## src/rtl/serial_add_sub_if.sv

```systemverilog
// -----------------------------------------------------------------------------
// serial_add_sub_if
// Handshake and operand/result bundle for the bit-serial adder/subtractor.
//   START  request, sampled by the datapath only while it is idle
//   SUB    mode, 0 = A+B, 1 = A-B (sampled with START)
//   A, B   WIDTH-bit operands (sampled with START)
//   BUSY   high while bits are being processed
//   DONE   one-cycle pulse when the result registers update
//   SUM    WIDTH-bit result, holds the last completed value
//   COUT   carry out of the MSB (for subtraction, 1 = no borrow)
//   OVF    two's-complement overflow of the last operation
// Modports: master = requester (drives START/SUB/A/B), slave = datapath.
// -----------------------------------------------------------------------------
interface serial_add_sub_if #(
  parameter int WIDTH = 8
);
  logic             START;
  logic             SUB;
  logic [WIDTH-1:0] A;
  logic [WIDTH-1:0] B;
  logic             BUSY;
  logic             DONE;
  logic [WIDTH-1:0] SUM;
  logic             COUT;
  logic             OVF;

  modport master (
    output START, SUB, A, B,
    input  BUSY, DONE, SUM, COUT, OVF
  );

  modport slave (
    input  START, SUB, A, B,
    output BUSY, DONE, SUM, COUT, OVF
  );
endinterface

```

## src/rtl/serial_add_sub.sv

```systemverilog
// -----------------------------------------------------------------------------
// serial_add_sub
// Bit-serial adder/subtractor: one full-adder cell and a carry flop are reused
// over WIDTH clock cycles, LSB first. Subtraction is A + ~B + 1.
// Ports:
//   CLK  system clock, all state changes on its rising edge
//   RST  synchronous reset, active-high, highest priority
//   bus  serial_add_sub_if.slave (START/SUB/A/B in, BUSY/DONE/SUM/COUT/OVF out)
// Timing: START sampled in IDLE at edge 0, WIDTH RUN cycles, then one FIN
// cycle with DONE high; SUM/COUT/OVF update only on entry to FIN.
// -----------------------------------------------------------------------------
module serial_add_sub #(
  parameter int WIDTH = 8
) (
  input  logic              CLK,
  input  logic              RST,
  serial_add_sub_if.slave   bus
);

  localparam int CW = (WIDTH > 2) ? $clog2(WIDTH) : 1;
  localparam logic [CW-1:0] CNT_LAST = CW'(WIDTH - 1);
  localparam logic [CW-1:0] CNT_ONE  = CW'(1);

  typedef enum logic [1:0] {
    IDLE = 2'd0,
    RUN  = 2'd1,
    FIN  = 2'd2
  } state_t;

  state_t           state_q, state_d;
  logic [WIDTH-1:0] opa_q, opa_d;
  logic [WIDTH-1:0] opb_q, opb_d;
  // Holds the already-computed low bits; the MSB is merged in on the last edge.
  logic [WIDTH-2:0] res_q, res_d;
  logic [CW-1:0]    cnt_q, cnt_d;
  logic             c_q, c_d;
  logic [WIDTH-1:0] sum_q, sum_d;
  logic             cout_q, cout_d;
  logic             ovf_q, ovf_d;

  logic             s_s;
  logic             cn_s;
  logic [WIDTH-1:0] res_shift_s;

  // Full-adder cell operating on the current LSBs and the carry flop.
  always_comb begin
    s_s         = opa_q[0] ^ opb_q[0] ^ c_q;
    cn_s        = (opa_q[0] & opb_q[0]) | (opa_q[0] & c_q) | (opb_q[0] & c_q);
    res_shift_s = {s_s, res_q};
  end

  // Next-state and datapath update for the IDLE/RUN/FIN sequencer.
  always_comb begin
    state_d = state_q;
    opa_d   = opa_q;
    opb_d   = opb_q;
    res_d   = res_q;
    cnt_d   = cnt_q;
    c_d     = c_q;
    sum_d   = sum_q;
    cout_d  = cout_q;
    ovf_d   = ovf_q;
    case (state_q)
      IDLE: begin
        if (bus.START) begin
          opa_d   = bus.A;
          opb_d   = bus.SUB ? ~bus.B : bus.B;
          c_d     = bus.SUB;
          cnt_d   = {CW{1'b0}};
          state_d = RUN;
        end else begin
          state_d = IDLE;
        end
      end
      RUN: begin
        opa_d = opa_q >> 1;
        opb_d = opb_q >> 1;
        res_d = res_shift_s[WIDTH-1:1];
        c_d   = cn_s;
        if (cnt_q == CNT_LAST) begin
          // c_q is the carry into the MSB; overflow is carry-in ^ carry-out there.
          sum_d   = res_shift_s;
          cout_d  = cn_s;
          ovf_d   = c_q ^ cn_s;
          cnt_d   = {CW{1'b0}};
          state_d = FIN;
        end else begin
          cnt_d   = cnt_q + CNT_ONE;
        end
      end
      FIN: begin
        state_d = IDLE;
      end
      default: begin
        state_d = IDLE;
      end
    endcase
  end

  // State and datapath registers with synchronous reset.
  always_ff @(posedge CLK) begin
    if (RST) begin
      state_q <= IDLE;
      opa_q   <= {WIDTH{1'b0}};
      opb_q   <= {WIDTH{1'b0}};
      res_q   <= {(WIDTH-1){1'b0}};
      cnt_q   <= {CW{1'b0}};
      c_q     <= 1'b0;
      sum_q   <= {WIDTH{1'b0}};
      cout_q  <= 1'b0;
      ovf_q   <= 1'b0;
    end else begin
      state_q <= state_d;
      opa_q   <= opa_d;
      opb_q   <= opb_d;
      res_q   <= res_d;
      cnt_q   <= cnt_d;
      c_q     <= c_d;
      sum_q   <= sum_d;
      cout_q  <= cout_d;
      ovf_q   <= ovf_d;
    end
  end

  // Handshake flags are direct decodes of the state register.
  assign bus.BUSY = (state_q == RUN);
  assign bus.DONE = (state_q == FIN);
  assign bus.SUM  = sum_q;
  assign bus.COUT = cout_q;
  assign bus.OVF  = ovf_q;

endmodule

```

## src/flat_wrapper.sv

```systemverilog
// flat-port wrapper written by rule: the top's interface ports become plain ports
module serial_add_sub_flat 
#(
  parameter int WIDTH = 8
)
  (CLK, RST, bus_START, bus_SUB, bus_A, bus_B, bus_BUSY, bus_DONE, bus_SUM, bus_COUT, bus_OVF);
  serial_add_sub_if #(.WIDTH(WIDTH)) bus_i ();
  input  logic CLK;
  input  logic RST;
  input wire logic [$bits(bus_i.START)-1:0] bus_START;
  input wire logic [$bits(bus_i.SUB)-1:0] bus_SUB;
  input wire logic [$bits(bus_i.A)-1:0] bus_A;
  input wire logic [$bits(bus_i.B)-1:0] bus_B;
  output wire logic [$bits(bus_i.BUSY)-1:0] bus_BUSY;
  output wire logic [$bits(bus_i.DONE)-1:0] bus_DONE;
  output wire logic [$bits(bus_i.SUM)-1:0] bus_SUM;
  output wire logic [$bits(bus_i.COUT)-1:0] bus_COUT;
  output wire logic [$bits(bus_i.OVF)-1:0] bus_OVF;
  assign bus_i.START = bus_START;
  assign bus_i.SUB = bus_SUB;
  assign bus_i.A = bus_A;
  assign bus_i.B = bus_B;
  assign bus_BUSY = bus_i.BUSY;
  assign bus_DONE = bus_i.DONE;
  assign bus_SUM = bus_i.SUM;
  assign bus_COUT = bus_i.COUT;
  assign bus_OVF = bus_i.OVF;
  serial_add_sub #(.WIDTH(WIDTH)) u_core (.CLK(CLK), .RST(RST), .bus(bus_i));
endmodule
```

## config.mk

```make
export PLATFORM = sky130hd
export DESIGN_NAME = serial_add_sub_flat
export DESIGN_NICKNAME = d
export VERILOG_FILES = /design/src/rtl/serial_add_sub_if.sv /design/src/rtl/serial_add_sub.sv /design/src/flat_wrapper.sv
export SDC_FILE = /design/constraint.sdc
export NUM_CORES = 1
export LEC_CHECK = 0
export ABC_AREA = 1
export CORE_ASPECT_RATIO = 1.25
export CORE_MARGIN = 2
export CORE_UTILIZATION = 51
export CTS_CLUSTER_SIZE = 24
export DETAILED_ROUTE_END_ITERATION = 8
export PLACE_DENSITY = 0.78
export SLEW_MARGIN = 10
export SYNTH_ARGS = -nofsm -noshare
export SYNTH_HDL_FRONTEND = slang
export SYNTH_SLANG_ARGS = --single-unit
```

## constraint.sdc

```tcl
create_clock -name CLK -period 1.8 [get_ports CLK]
set_clock_uncertainty 0.1 [all_clocks]
set_input_delay 0.36 -clock CLK [delete_from_list [all_inputs] [get_ports CLK]]
set_output_delay 0.36 -clock CLK [all_outputs]
set_load 0.02 [all_outputs]
```

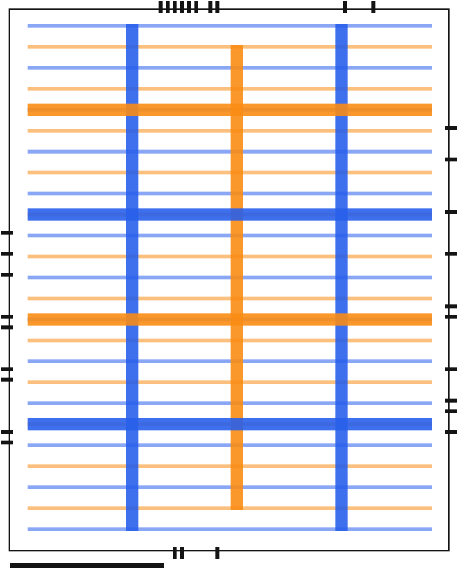
(images/floorplan.png)
Scale bar: 20 um. Pins as bars on the die edge.
- VDD: orange
- VSS: blue
- met5 straps: 4
- signal pins: 32
- met4 straps: 3
peak supply drop: 727 uV
core area: 3420 sq um
Die Width: 56.8 um
Die Ht: 70.1 um

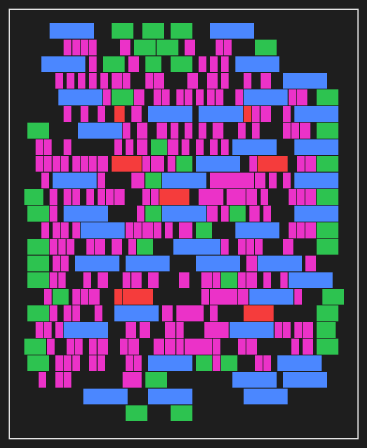
(images/class_map.png)
- remaining logic cells: magenta (cells 212; share of their area 43%)
- remaining buffers and delay cells: green (cells 43; share of their area 18%)
- sequential cells: blue (cells 39; share of their area 36%)
- clock drivers and dummy loads: red (cells 8; share of their area 3.7%)
FP Rows: 24
fraction of area in registers: 0.348
fin util: 0.656
Final Instance Area: 2250 sq um

==> run_results.csv <==
group,metric,value,unit
cells_and_area,syn_to_final_growth,26.1,%
placement,io_buffers,31,
cells_and_area,nClkBuffers,7,
power,p_comb_frac,0.148,
hold_path,hold_depth,2,
power,power.share.switching,0.263,
synth,syn_area,1780,sq um
cells_and_area,num-multi-input-gates,185,
cells_and_area,fin_nets,324,
final_timing,grt_setup_unrepaired,"false",
clock_tree,holdBufCountCts,0,
final_timing,setup_ws,76.5,ps
grt,grt_use_met3,0.0333,
critical_path,crit_arrival,1260,ps
grt,met1_usage,0.248,
power,power_frac_clock,0.319,
clock_tree,clk_pin_slew,70,ps
routing,highest_layer,"met4",
synth,topCombFamilyByArea,"simple AND/OR/NAND/NOR gates",
final_timing,layout_min_cycle_time,1720,ps
cells_and_area,nNonClkInverters,27,
grt,grt_first_pass_wirelength,6.70,mm
cells_and_area,layout.nonclk_buf_frac,0.177,
grt,antenna_found_initial,0,
cells_and_area,seq_cell_count,39,
final_timing,min_period_over_period,0.957,
routing,antenna_left,0,
hold_path,holdCritPathClass,"register to register",
power,powerComb,260,uW
synth,syn_avg_cell_area,6.80,sq um
run_status,status,"finished clean",
routing,wl_met3,153,um
routing,vias_per_cell,4.96,
power,finalPower,1.76,mW
power,p_leak,1.10,nW
power,seq_power_share,0.533,
clock_tree,root_buffer,"clkbuf_8",
clock_tree,clock_sinks,39,
die,ios,32,
routing,vias,1692,
routing,drt-met1-wl,1.64,mm
synth,yosysWarnings,0,
grt,grtUsageTotal,0.211,
cells_and_area,fin_cells,341,
routing,wirelength,3.73,mm
cells_and_area,comb_area_frac,0.372,
cells_and_area,regArea,782,sq um
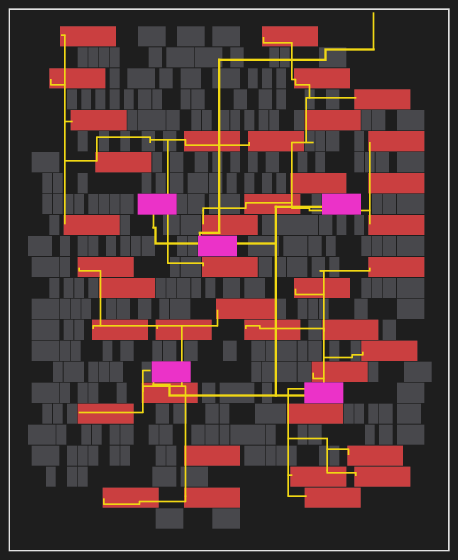
(images/clock_wires.png)
- clock-net drivers: magenta (count 5)
- clock wires: yellow (length 462 um)
- flip-flops: red (count 39)
- flops lie: widely spread
- routed clock nets: 6

-- synth_stat cells (2+ instances only) --
| cell type | number | share of area |
|---|---|---|
| xor2_1 | 2 | 0.0098 |
| dfxtp_1 | 39 | 0.44 |
| buf_4 | 5 | 0.021 |
| o21ai_0 | 13 | 0.037 |
| nand3_1 | 32 | 0.090 |
| buf_2 | 3 | 0.0084 |
| nor2_1 | 52 | 0.11 |
| ha_1 | 2 | 0.014 |
| inv_1 | 25 | 0.053 |
| nor2_4 | 2 | 0.013 |
| a21oi_1 | 7 | 0.020 |
| inv_2 | 2 | 0.0042 |
| clkbuf_1 | 3 | 0.0063 |
| nand2_1 | 70 | 0.15 |
| nand2_2 | 2 | 0.0070 |
-- critical path: stages (launching register included) --
cell	delay (ps)
dfxtp_1	420
inv_1	90
nor2_1	120
dlygate4sd2_1	340
Power is estimated from default activity; no workload was simulated.
